**src/rtl/vector_scalar_reduce_unit.sv**
```systemverilog
// vector_scalar_reduce_unit: per-chain PASS / lane-SUM / frame-ACCUM of a vector stream, fixed 2-cycle latency.
module vector_scalar_reduce_unit #(
    parameter int N = 8,
    parameter int DATA_WIDTH = 32,
    parameter int MAX_CHAINS = 4,
    parameter int PERSONAL_CONFIG_ID = 0,
    parameter logic [MAX_CHAINS-1:0][7:0] INITIAL_FIRMWARE_OP = '0
) (
    input  logic                               clk,
    input  logic                               rst,
    input  logic                               tracing,
    input  logic                               valid_in,
    input  logic [1:0]                         eof_in,
    input  logic [1:0]                         bof_in,
    input  logic [$clog2(MAX_CHAINS)-1:0]      chainId_in,
    input  logic [7:0]                         configId,
    input  logic [7:0]                         configData,
    input  logic [N-1:0][DATA_WIDTH-1:0]       vector_in,
    output logic [N-1:0][DATA_WIDTH-1:0]       vector_out,
    output logic [$clog2(MAX_CHAINS)-1:0]      chainId_out,
    output logic                               valid_out,
    output logic [1:0]                         eof_out,
    output logic [1:0]                         bof_out
);
    localparam int CW = $clog2(MAX_CHAINS);
    typedef logic [N-1:0][DATA_WIDTH-1:0] vec_t;

    logic [MAX_CHAINS-1:0][7:0] fw_op;
    vec_t [MAX_CHAINS-1:0]      acc;
    logic [7:0]                 byte_counter;
    logic [7:0]                 op;
    logic [DATA_WIDTH-1:0]      sum;
    vec_t                       acc_nxt;
    vec_t                       s1_vec_d;
    vec_t                       s1_vec;
    logic                       s1_valid_d;
    logic                       s1_valid;
    logic [1:0]                 s1_eof;
    logic [1:0]                 s1_bof;
    logic [CW-1:0]              s1_chain;

    always_comb begin
        op = fw_op[chainId_in];
        sum = '0;
        acc_nxt = '0;
        for (int i = 0; i < N; i++) begin
            sum = sum + vector_in[i];
            acc_nxt[i] = (bof_in[0] ? '0 : acc[chainId_in][i]) + vector_in[i];
        end
        s1_vec_d = op == 8'd1 ? vec_t'(sum) : op == 8'd2 ? acc_nxt : vector_in;
        s1_valid_d = valid_in && tracing && (op != 8'd2 || eof_in[0]);
    end

    // Accumulators update at stage 1, so a same-chain vector next cycle already sees the new sum.
    always_ff @(posedge clk or posedge rst) begin
        if (rst) begin
            fw_op        <= INITIAL_FIRMWARE_OP;
            acc          <= '0;
            byte_counter <= '0;
            s1_vec       <= '0;
            s1_valid     <= 1'b0;
            s1_eof       <= '0;
            s1_bof       <= '0;
            s1_chain     <= '0;
            vector_out   <= '0;
            valid_out    <= 1'b0;
            eof_out      <= '0;
            bof_out      <= '0;
            chainId_out  <= '0;
        end else begin
            s1_vec      <= s1_vec_d;
            s1_valid    <= s1_valid_d;
            s1_eof      <= eof_in;
            s1_bof      <= bof_in;
            s1_chain    <= chainId_in;
            vector_out  <= s1_vec;
            valid_out   <= s1_valid && tracing;
            eof_out     <= s1_eof;
            bof_out     <= s1_bof;
            chainId_out <= s1_chain;
            if (tracing && valid_in && op == 8'd2)
                acc[chainId_in] <= eof_in[0] ? '0 : acc_nxt;
            if (!tracing) begin
                if (configId == 8'(PERSONAL_CONFIG_ID)) begin
                    if (int'(byte_counter) < MAX_CHAINS) begin
                        fw_op[byte_counter[CW-1:0]] <= configData;
                        acc[byte_counter[CW-1:0]]   <= '0;
                    end
                    byte_counter <= byte_counter == 8'hFF ? byte_counter : byte_counter + 8'd1;
                end else begin
                    byte_counter <= '0;
                end
            end
        end
    end
endmodule

```
**config.mk**
```make
export PLATFORM = sky130hd
export DESIGN_NAME = vector_scalar_reduce_unit
export DESIGN_NICKNAME = d
export VERILOG_FILES = /design/src/rtl/vector_scalar_reduce_unit.sv
export SDC_FILE = /design/constraint.sdc
export NUM_CORES = 2
export LEC_CHECK = 0
export CORE_MARGIN = 3
export CORE_UTILIZATION = 56
export CTS_BUF_LIST = sky130_fd_sc_hd__clkbuf_2 sky130_fd_sc_hd__clkbuf_4 sky130_fd_sc_hd__clkbuf_8
export DETAILED_ROUTE_END_ITERATION = 8
export GPL_TIMING_DRIVEN = 0
export HOLD_SLACK_MARGIN = 0.12
export MAX_ROUTING_LAYER = met4
export PLACE_DENSITY = 0.79
export SYNTH_ARGS = -nofsm -noshare
export SYNTH_HDL_FRONTEND = slang
export SYNTH_SLANG_ARGS = --single-unit
```
**constraint.sdc**
```tcl
create_clock -name clk -period 59.8 [get_ports clk]
set_clock_uncertainty 0.1 [all_clocks]
set_input_delay 17.94 -clock clk [delete_from_list [all_inputs] [get_ports clk]]
set_output_delay 17.94 -clock clk [all_outputs]
set_load 0.1 [all_outputs]
```
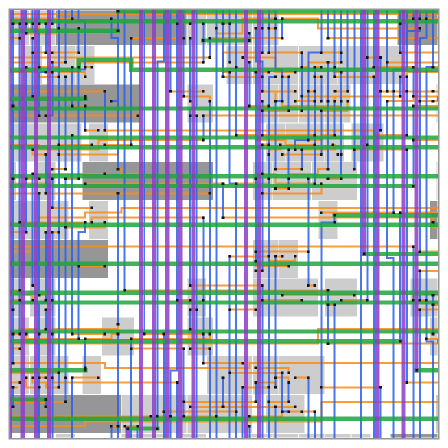
**Above:** close-up of the layout.
Region (282, 84) to (312, 114) microns. Cells in gray, sequential cells in the stronger gray; small squares are vias.
met1: marked orange. met4: marked purple. met3: marked green. met2: marked blue.
Most frequent: nand2_1 (12), a21oi_1 (10). Netlist names of flops here include acc (5). Sequential cells in the window: 5. 55 logic cells have their middle in the window.

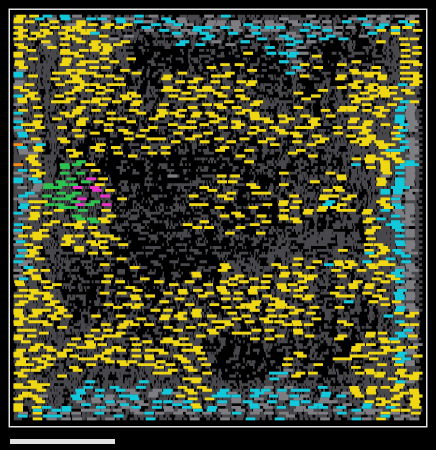
**Above:** register map, names as in the netlist.
The bar under the picture is 100 microns long. Other sequential cells in the stronger gray, the rest of the logic in the fainter gray.
chainId_out: marked orange, flops 2. s1_vec: marked cyan, flops 256, where all over the die. acc: marked yellow, flops 1024, where all over the die. byte_counter: marked magenta, flops 8, where left middle. fw_op: marked green, flops 32, where left middle.
Another 268 sequential cells are not colored.
Util after Layout: 0.668
sequential group power: 0.00111 W
Storage cell area: 39800 sq um

==> flow_summary.toml <==
# physical design summary
[setup_path]
cp_data_arrival_time_ps = 27390
max_stage_delay_ps = 1250
worst-path-stages = 19
crit_path_end_kind = "flop"
reg2regPathDepth = 10
regToRegSetupSlack_ps = 53980
r2r-start = "fw_op[11]"
crit_required_ps = 60530
cp_common_cell = "buf_2"
cp-startpoint = "chainId_in[1]"
critical_path_class = "in2reg"
crit_slowest_cell = "xnor2_1"
timing.rr.end = "s1_vec[177]"
cp_cell_sequence = "clkdlybuf4s50_1 -> buf_2 -> buf_2 -> buf_2 -> clkbuf_1 -> clkbuf_1 -> mux4_2 -> nor2b_1 -> ha_1 -> a21o_1 -> a211o_1 -> a2111oi_2 -> o21ai_1 -> nand3_1 -> o21bai_1 -> xnor2_1 -> nor2_1 -> a21oi_1 -> nor2_1"
critPathBufInv = 6

[routing]
vias = 79800
drc_errors = 0
wl_microns = 416000
viasPerCell = 6.71
drtPass1Iterations = 7

[clocking]
cts-root-buf = "clkbuf_8"
cts_buffers = 288
ctsResizeCount = 0
ctsHoldBuffers = 0
htreeDepth = 5
path_clk_slew_ps = 70
tritoncts = "built"

[final_timing]
slew_headroom = -0.118
max_clock_freq_mhz = 37.5
finalSetupViolations = 0
slew_violations = 286
post-route-period-util = 0.446
tns_ps = 0
worstMarginPinSlew_ps = 1680

[floorplanning]
core_sq_um = 150000
dieWidth_microns = 396
row_count = 142
die_y_microns = 396
num_io_pins = 545
initCoreUtil = 0.566
dieArea_sq_um = 157000

[outcome]
status = "finished with violations"
failed_checks = "capacitance limit, slew limit"

[worst_hold_path]
hold_class = "reg2reg"

[yosys]
synth.distinct_cells = 96
edf_count = 0
syn_nets = 9473
ys_ff = 1590
synth-async-reset-ratio = 1.00
ys_seq_share = 0.467
syn_area_per_cell_sq_um = 9.78
yosys_cells = 8716
flop_cell = "dfrtp_1"
topCellsByArea = "dfrtp_1, mux4_2, nand2_1"
synth_cells = 8716
yosysTopAreaCell = "dfrtp_1"
syn-cell-area_sq_um = 85200
top_area_frac = 0.467
synthMostInstantiatedCell = "dfrtp_1"
yosys_area_sq_um = 85200
ys_warn_count = 0

[flow_run]
warnings = 34
maxCapViolations = 33

[global_route]
grt_usage = 0.538
overflow = 0
grt_pass1_vias = 77800

[pwr]
switching_share = 0.333
powerDensity_nw_per_um2 = 29.4
leakagePower_nw = 46.5
p_switching_w = 0.000986
p_comb_frac = 0.250
power.internal_w = 0.00197

[final_layout]
fin_area_sq_um = 100000
drive_gt1_frac = 0.103
syn_to_final_growth_pct = 17.9
fin_nets = 10400

[placed_design]
port_buffers = 544
dpl.hpwl_microns = 316000
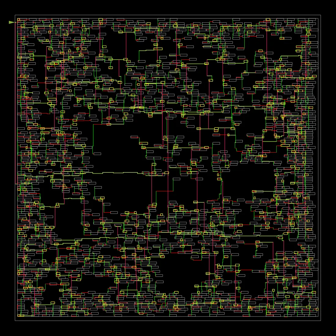
**Above:** clock routing.
clk_lat worst skew: 1050 ps
Sink Count: 1590

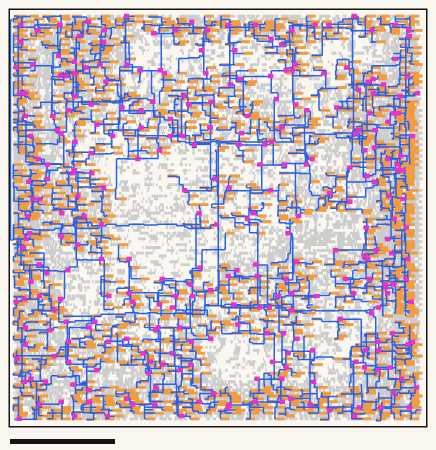
**Above:** clock wires, drivers and flops.
The bar under the picture is 100 microns long.
clock wires: marked blue, length 22.6 mm. flip-flops: marked orange, count 1590. cells driving clock nets: marked magenta, count 288.
Position of the flops: all over the die.
Clk. pwr: 0.00111 W
clock network power share: 0.375

[area by class of cell]
type	instances	area [sq um]
diodes	84	210
plain buffers	529	2180
clock buffers	431	5440
clock inverters	44	523
fillers	11600	50000
inverters	466	1750
multi-input cells	6131	41500
flip-flops and latches	1590	39800
well taps	2016	2520
repair buffers	600	6510
[worst min path at each step]
| stage | startpoint | to | slack [ps] | cells after the start |
|---|---|---|---|---|
| after floorplan | s1_bof[0] | bof_out[0] | 230 | 0 |
| after global placement | s1_vec[30] | vector_out[30] | 230 | 0 |
| after detailed placement | s1_vec[145] | vector_out[145] | 230 | 0 |
| after CTS | s1_vec[85] | vector_out[85] | 190 | 0 |
| after global routing | s1_vec[24] | vector_out[24] | 210 | 0 |
| final | s1_vec[85] | vector_out[85] | 200 | 0 |
[power by group through the flow]
stage	combinational [W]	clock, W	sequential (W)
5_1_grt	0.000781	0.00115	0.00111
4_1_cts	0.000719	0.00110	0.00111
6_report	0.000741	0.00111	0.00111
3_3_place_gp	0.000700	0	0.00113
2_1_floorplan	0.000397	0	0.00120
3_5_place_dp	0.000712	0	0.00113
[per-stage QoR]
step	setup WS (ps)	total power (W)	util	std cells	hold slack [ps]
detailed placement	33400	0.00184	0.626	11300	235
global route	33550	0.00304	0.667	11900	214
global placement	11690	0.00183	0.619	11300	231
CTS	34410	0.00292	0.665	11800	190
floorplan	19730	0.00159	-	8716	231
finish	33130	0.00296	0.668	11900	199
[worst reg2reg max path, stage by stage (launching register included)]
cell,delay [ps]
dfrtp_1,360
nor3_1,60
o21ai_1,470
inv_1,180
o21ai_1,430
or2_1,160
clkbuf_1,370
buf_2,680
buf_2,920
clkbuf_1,1140
o21ai_0,640
[routing by layer]
layer  vias to the layer above  share of wire  global-route usage
met2                      6992           0.39               0.694
met3                      1902           0.16               0.255
met5                         -              0                   -
met1                     39300           0.35               0.649
li1                      31700              -                   -
met4                         0          0.094               0.400
[logic make-up after synthesis]
| kind of cell | count (synthesis) | share of synthesized area |
|---|---|---|
| adder cells (fa/ha/maj) | 475 | 0.0866 |
| XOR/XNOR | 246 | 0.0255 |
| AND-OR/OR-AND | 2077 | 0.151 |
| flip-flops | 1590 | 0.467 |
| multiplexers | 271 | 0.0688 |
| buffers and inverters | 995 | 0.0457 |
| AND/OR/NAND/NOR | 3062 | 0.156 |
[layout by cell type, fill, tap and decap left out, drive strengths merged, types with 75 or more instances in the layout]
cell and n:
nor2b 302, ha 284, a22oi 89, nor3 98, nand3 103, nand2 1490
a22o 189, xnor2 153, mux4 252, diode 84, a21oi 1040, dfrtp 1590
nand2b 75, buf 236, o21a 79, fa 191, o21ai 262, clkdlybuf4s50 544
clkbuf 780, xor2 93, nor2 812, inv 469, a21o 115
[flip-flops by register name, summed over array words and instances (netlist names)]
signal and count:
acc 1024, bof_out 2, byte_counter 8, chainId_out 2, eof_out 2, fw_op 32, s1_bof 2, s1_chain 2
s1_eof 2, s1_valid 1, s1_vec 256, valid_out 1, vector_out 256
No activity file was given, so power comes from the tool's default toggle rates.
